[config.mk]
export PLATFORM = sky130hd
export DESIGN_NAME = minc_prog_loader
export DESIGN_NICKNAME = d
export VERILOG_FILES = /design/src/rtl/minc_prog_loader.sv
export SDC_FILE = /design/constraint.sdc
export NUM_CORES = 2
export LEC_CHECK = 0
export CORE_ASPECT_RATIO = 0.5
export CORE_UTILIZATION = 60
export DETAILED_ROUTE_END_ITERATION = 10
export DONT_BUFFER_PORTS = 1
export PLACE_DENSITY = 0.77
export SYNTH_ARGS = -nofsm -noshare
export SYNTH_HDL_FRONTEND = slang
export SYNTH_SLANG_ARGS = --single-unit
[constraint.sdc]
create_clock -name CLK -period 8.35 [get_ports CLK]
set_clock_uncertainty 0.1 [all_clocks]
set_input_delay 1.67 -clock CLK [delete_from_list [all_inputs] [get_ports CLK]]
set_output_delay 1.67 -clock CLK [all_outputs]
set_load 0.01 [all_outputs]
[src/rtl/minc_prog_loader.sv]
// Program memory and loader for the minc core: length-prefixed byte load, then registered fetch.
// Optional checksum byte after the data is enabled by defining MINC_LOADER_CHECKSUM_EN.
module minc_prog_loader #(
   parameter int ADDR_W = 8,
   parameter int DATA_W = 8
) (
   input  logic              CLK,
   input  logic              RESET,
   input  logic              ld_start,
   input  logic [DATA_W-1:0] ld_data,
   input  logic              ld_valid,
   output logic              ld_ready,
   input  logic              fetch_req,
   input  logic [ADDR_W-1:0] fetch_addr,
   output logic [DATA_W-1:0] fetch_data,
   output logic              fetch_valid,
   output logic              cpu_hold,
   output logic              load_done,
   output logic              load_err,
   output logic [8:0]        load_count
);

   typedef enum logic [2:0] {IDLE, LEN, DATA, CSUM, RUN, ERR} state_t;

   state_t            state;
   logic [DATA_W-1:0] mem [2**ADDR_W];
   logic [ADDR_W-1:0] ptr;
   logic [8:0]        len;
   logic              in_load;
   logic              xfer;
   logic [8:0]        count_next;
   logic              last_data;

   // A restart pulse wins over a byte offered in the same cycle, so that byte is refused.
   assign in_load    = (state == LEN) || (state == DATA) || (state == CSUM);
   assign ld_ready   = in_load && !ld_start;
   assign xfer       = ld_valid && ld_ready;
   assign count_next = load_count + 9'd1;
   assign last_data  = (count_next == len);

`ifdef MINC_LOADER_CHECKSUM_EN
   logic [7:0] sum;
   logic [7:0] sum_next;
   assign sum_next = sum + ld_data;
`else
   assign load_err = 1'b0;
`endif

   // Program memory has no reset so an image survives a reset of the loader.
   always_ff @(posedge CLK) begin
      if (!RESET && state == DATA && xfer) begin
         mem[ptr] <= ld_data;
      end
   end

   always_ff @(posedge CLK) begin
      if (RESET) begin
         state       <= IDLE;
         ptr         <= '0;
         len         <= 9'd0;
         load_count  <= 9'd0;
         cpu_hold    <= 1'b1;
         load_done   <= 1'b0;
         fetch_valid <= 1'b0;
         fetch_data  <= '0;
`ifdef MINC_LOADER_CHECKSUM_EN
         sum         <= 8'd0;
         load_err    <= 1'b0;
`endif
      end else begin
         fetch_valid <= 1'b0;
         if (ld_start) begin
            state      <= LEN;
            load_count <= 9'd0;
            cpu_hold   <= 1'b1;
            load_done  <= 1'b0;
`ifdef MINC_LOADER_CHECKSUM_EN
            sum        <= 8'd0;
            load_err   <= 1'b0;
`endif
         end else begin
            case (state)
               LEN: begin
                  if (xfer) begin
                     len        <= (ld_data == '0) ? 9'd256 : {1'b0, ld_data};
                     load_count <= 9'd0;
                     ptr        <= '0;
`ifdef MINC_LOADER_CHECKSUM_EN
                     sum        <= 8'd0;
`endif
                     state      <= DATA;
                  end
               end
               DATA: begin
                  if (xfer) begin
                     ptr        <= ptr + 1'b1;
                     load_count <= count_next;
`ifdef MINC_LOADER_CHECKSUM_EN
                     sum        <= sum_next;
                     if (last_data) begin
                        state <= CSUM;
                     end
`else
                     if (last_data) begin
                        state     <= RUN;
                        cpu_hold  <= 1'b0;
                        load_done <= 1'b1;
                     end
`endif
                  end
               end
`ifdef MINC_LOADER_CHECKSUM_EN
               CSUM: begin
                  if (xfer) begin
                     if (sum_next == 8'd0) begin
                        state     <= RUN;
                        cpu_hold  <= 1'b0;
                        load_done <= 1'b1;
                     end else begin
                        state    <= ERR;
                        load_err <= 1'b1;
                     end
                  end
               end
`endif
               RUN: begin
                  if (fetch_req) begin
                     fetch_data  <= mem[fetch_addr];
                     fetch_valid <= 1'b1;
                  end
               end
               default: begin
               end
            endcase
         end
      end
   end

endmodule
Close-up of the layout:
Scale bar: 10 um. Region (119, 53) to (144, 78) um. Cells in gray, sequential cells in the stronger gray; small squares are vias.
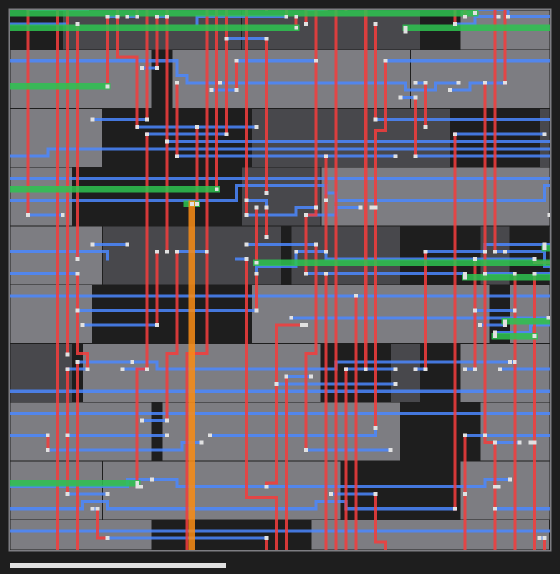
layer	color
metal 3	green
metal 4	orange
metal 2	red
metal 1	blue
netlist names of flops here include	mem (11)
sequential cells in the window	11
most frequent	edfxtp_1 (11), mux4_2 (3), nor2_1 (2)
cells with their middle in the window	19

Register map, names as in the netlist:
Scale bar: 200 um. Other sequential cells in the stronger gray, the rest of the logic in the fainter gray.
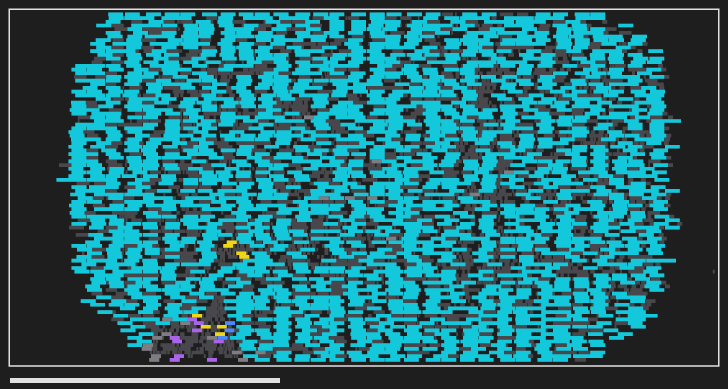
name in the netlist	color	flops
ptr	yellow	8
state	blue	3
mem	cyan	2,048
load_count	purple	9

==> run_results.csv <==
group,metric,value,unit
run_status,status,"finished clean",
setup_path,critical_path_required,8.99,ns
sta,final-setup-viol-count,0,
pwr,power.clock.fraction,0.400,
clock_network,clkLatencyLatePin,0.83,ns
synthesis,edf_count,2048,
global_routing,global_route.overflow_total,0,
die,core_util_floorplan,0.607,
synthesis,synthesis.area,0.0818,mm2
clock_network,longest_clk_path_bufs,3,
setup_path,r2r_slack,4.17,ns
setup_path,cp_data_arrival_time,7.63,ns
pwr,power.density,229,mW/mm2
sta,final_worst_slack,1.36,ns
finish,layout_top_cells,"2,048 x sky130_fd_sc_hd__edfxtp_1, 373 x sky130_fd_sc_hd__mux4_2, 323 x sky130_fd_sc_hd__nor2_1",
setup_path,cp_cell_sequence,"buf_16 > buf_16 > buf_16 > mux2i_1 > o221ai_1 > o22ai_1 > a2111oi_0 > o311ai_0 > nor4bb_1 > a211o_1",
worst_hold_path,hp-class,"reg2reg",
run,warnings,71,
setup_path,slowest_cell_delay_on_critical_path,1.16,ns
finish,layout.cells.most_common,"sky130_fd_sc_hd__edfxtp_1",
placed_design,dp_slack,2.92,ns
global_routing,global_route_wire_length_before_repair,289000,um
synthesis,netlist.area_leader.share,0.752,
synthesis,ys.flops,2088,
run,drv_cap,0,
routing,drtAntennaViolNets,0,
routing,detailroute.via_count,42200,
finish,num-fill-cells,8288,
setup_path,regToRegStartpoint,"state[0]",
[cell usage after synthesis (all sizes together), types with 12 or more instances]
master	number
nand2	166
o221ai	58
a21oi	64
a31oi	18
o22ai	82
mux2i	259
and2	13
buf	137
a211oi	26
a2111oi	12
clkbuf	102
o21ai	43
nand4	13
dfxtp	40
edfxtp	2048
nor2	326
nor3	39
nand3	37
mux4	413
nor4	18
a22oi	41
[registers in the layout, summed over array words and instances, names as in the netlist]
signal,count
len,9
fetch_data,8
load_done,1
state,3
fetch_valid,1
cpu_hold,1
load_count,9
ptr,8
mem,2048
[cells by family after synthesis]
kind of cell,share of synthesized area
simple gates,0.0351
mux,0.147
compound gates,0.0324
fa+ha+maj,0.000765
buf+inv,0.0205
other cells,0.0000459
flops,0.762
xor+xnor,0.00203
[worst max-delay path: cells and delay by family]
| kind | cells | cell delay, ns |
|---|---|---|
| compound gates | 5 | 1.93 |
| buf+inv | 3 | 1.89 |
| simple gates | 1 | 1.16 |
| mux | 1 | 0.24 |
[metal layers]
layer	vias up	track usage	wire, um
met4	6	0.0959	5740
li1	16800	-	-
met2	3210	0.434	92500
met5	-	0	40
met3	381	0.0885	28400
met1	21900	0.432	76100
[layout make-up]
cell class | instances | area [um2] | area share
Tap cell | 1794 | 2240 | 0.0254
Clock buffer | 217 | 4560 | 0.0517
Inverter | 7 | 28.8 | 0.000326
Clock inverter | 105 | 948 | 0.0107
Timing Repair Buffer | 30 | 305 | 0.00346
Antenna cell | 3 | 7.51 | 0.0000850
Multi-Input combinational cell | 1747 | 17900 | 0.203
Sequential cell | 2088 | 62300 | 0.706
[path summary, 6_finish.rpt]
kind	cells after the start	to
worst min register to register	2	len[8]
worst min-delay path	2	len[8]
worst max register to register	7	fetch_data[3]
worst max-delay path	10	fetch_data[3]
[power groups by stage]
stage	clock [mW]	combinational, mW	sequential, mW
global route	8.46	0.649	11.5
global placement	0	0.529	11.7
finish	8.07	0.637	11.5
CTS	8.07	0.536	11.5
detailed placement	0	0.532	11.7
floorplan	0	0.521	11.7
[metrics by stage]
stage	area (um2)	cells	hold slack, ns	total power, mW	util
2_1_floorplan	81800	4081	0.348	12.2	-
3_3_place_gp	82600	5662	0.351	12.2	0.613
3_5_place_dp	82600	5662	0.357	12.3	0.613
4_1_cts	88200	5984	0.366	20.1	0.654
5_1_grt	88300	5989	0.385	20.6	0.655
6_report	88300	5991	0.368	20.2	0.655
Power is estimated from default activity; no workload was simulated.
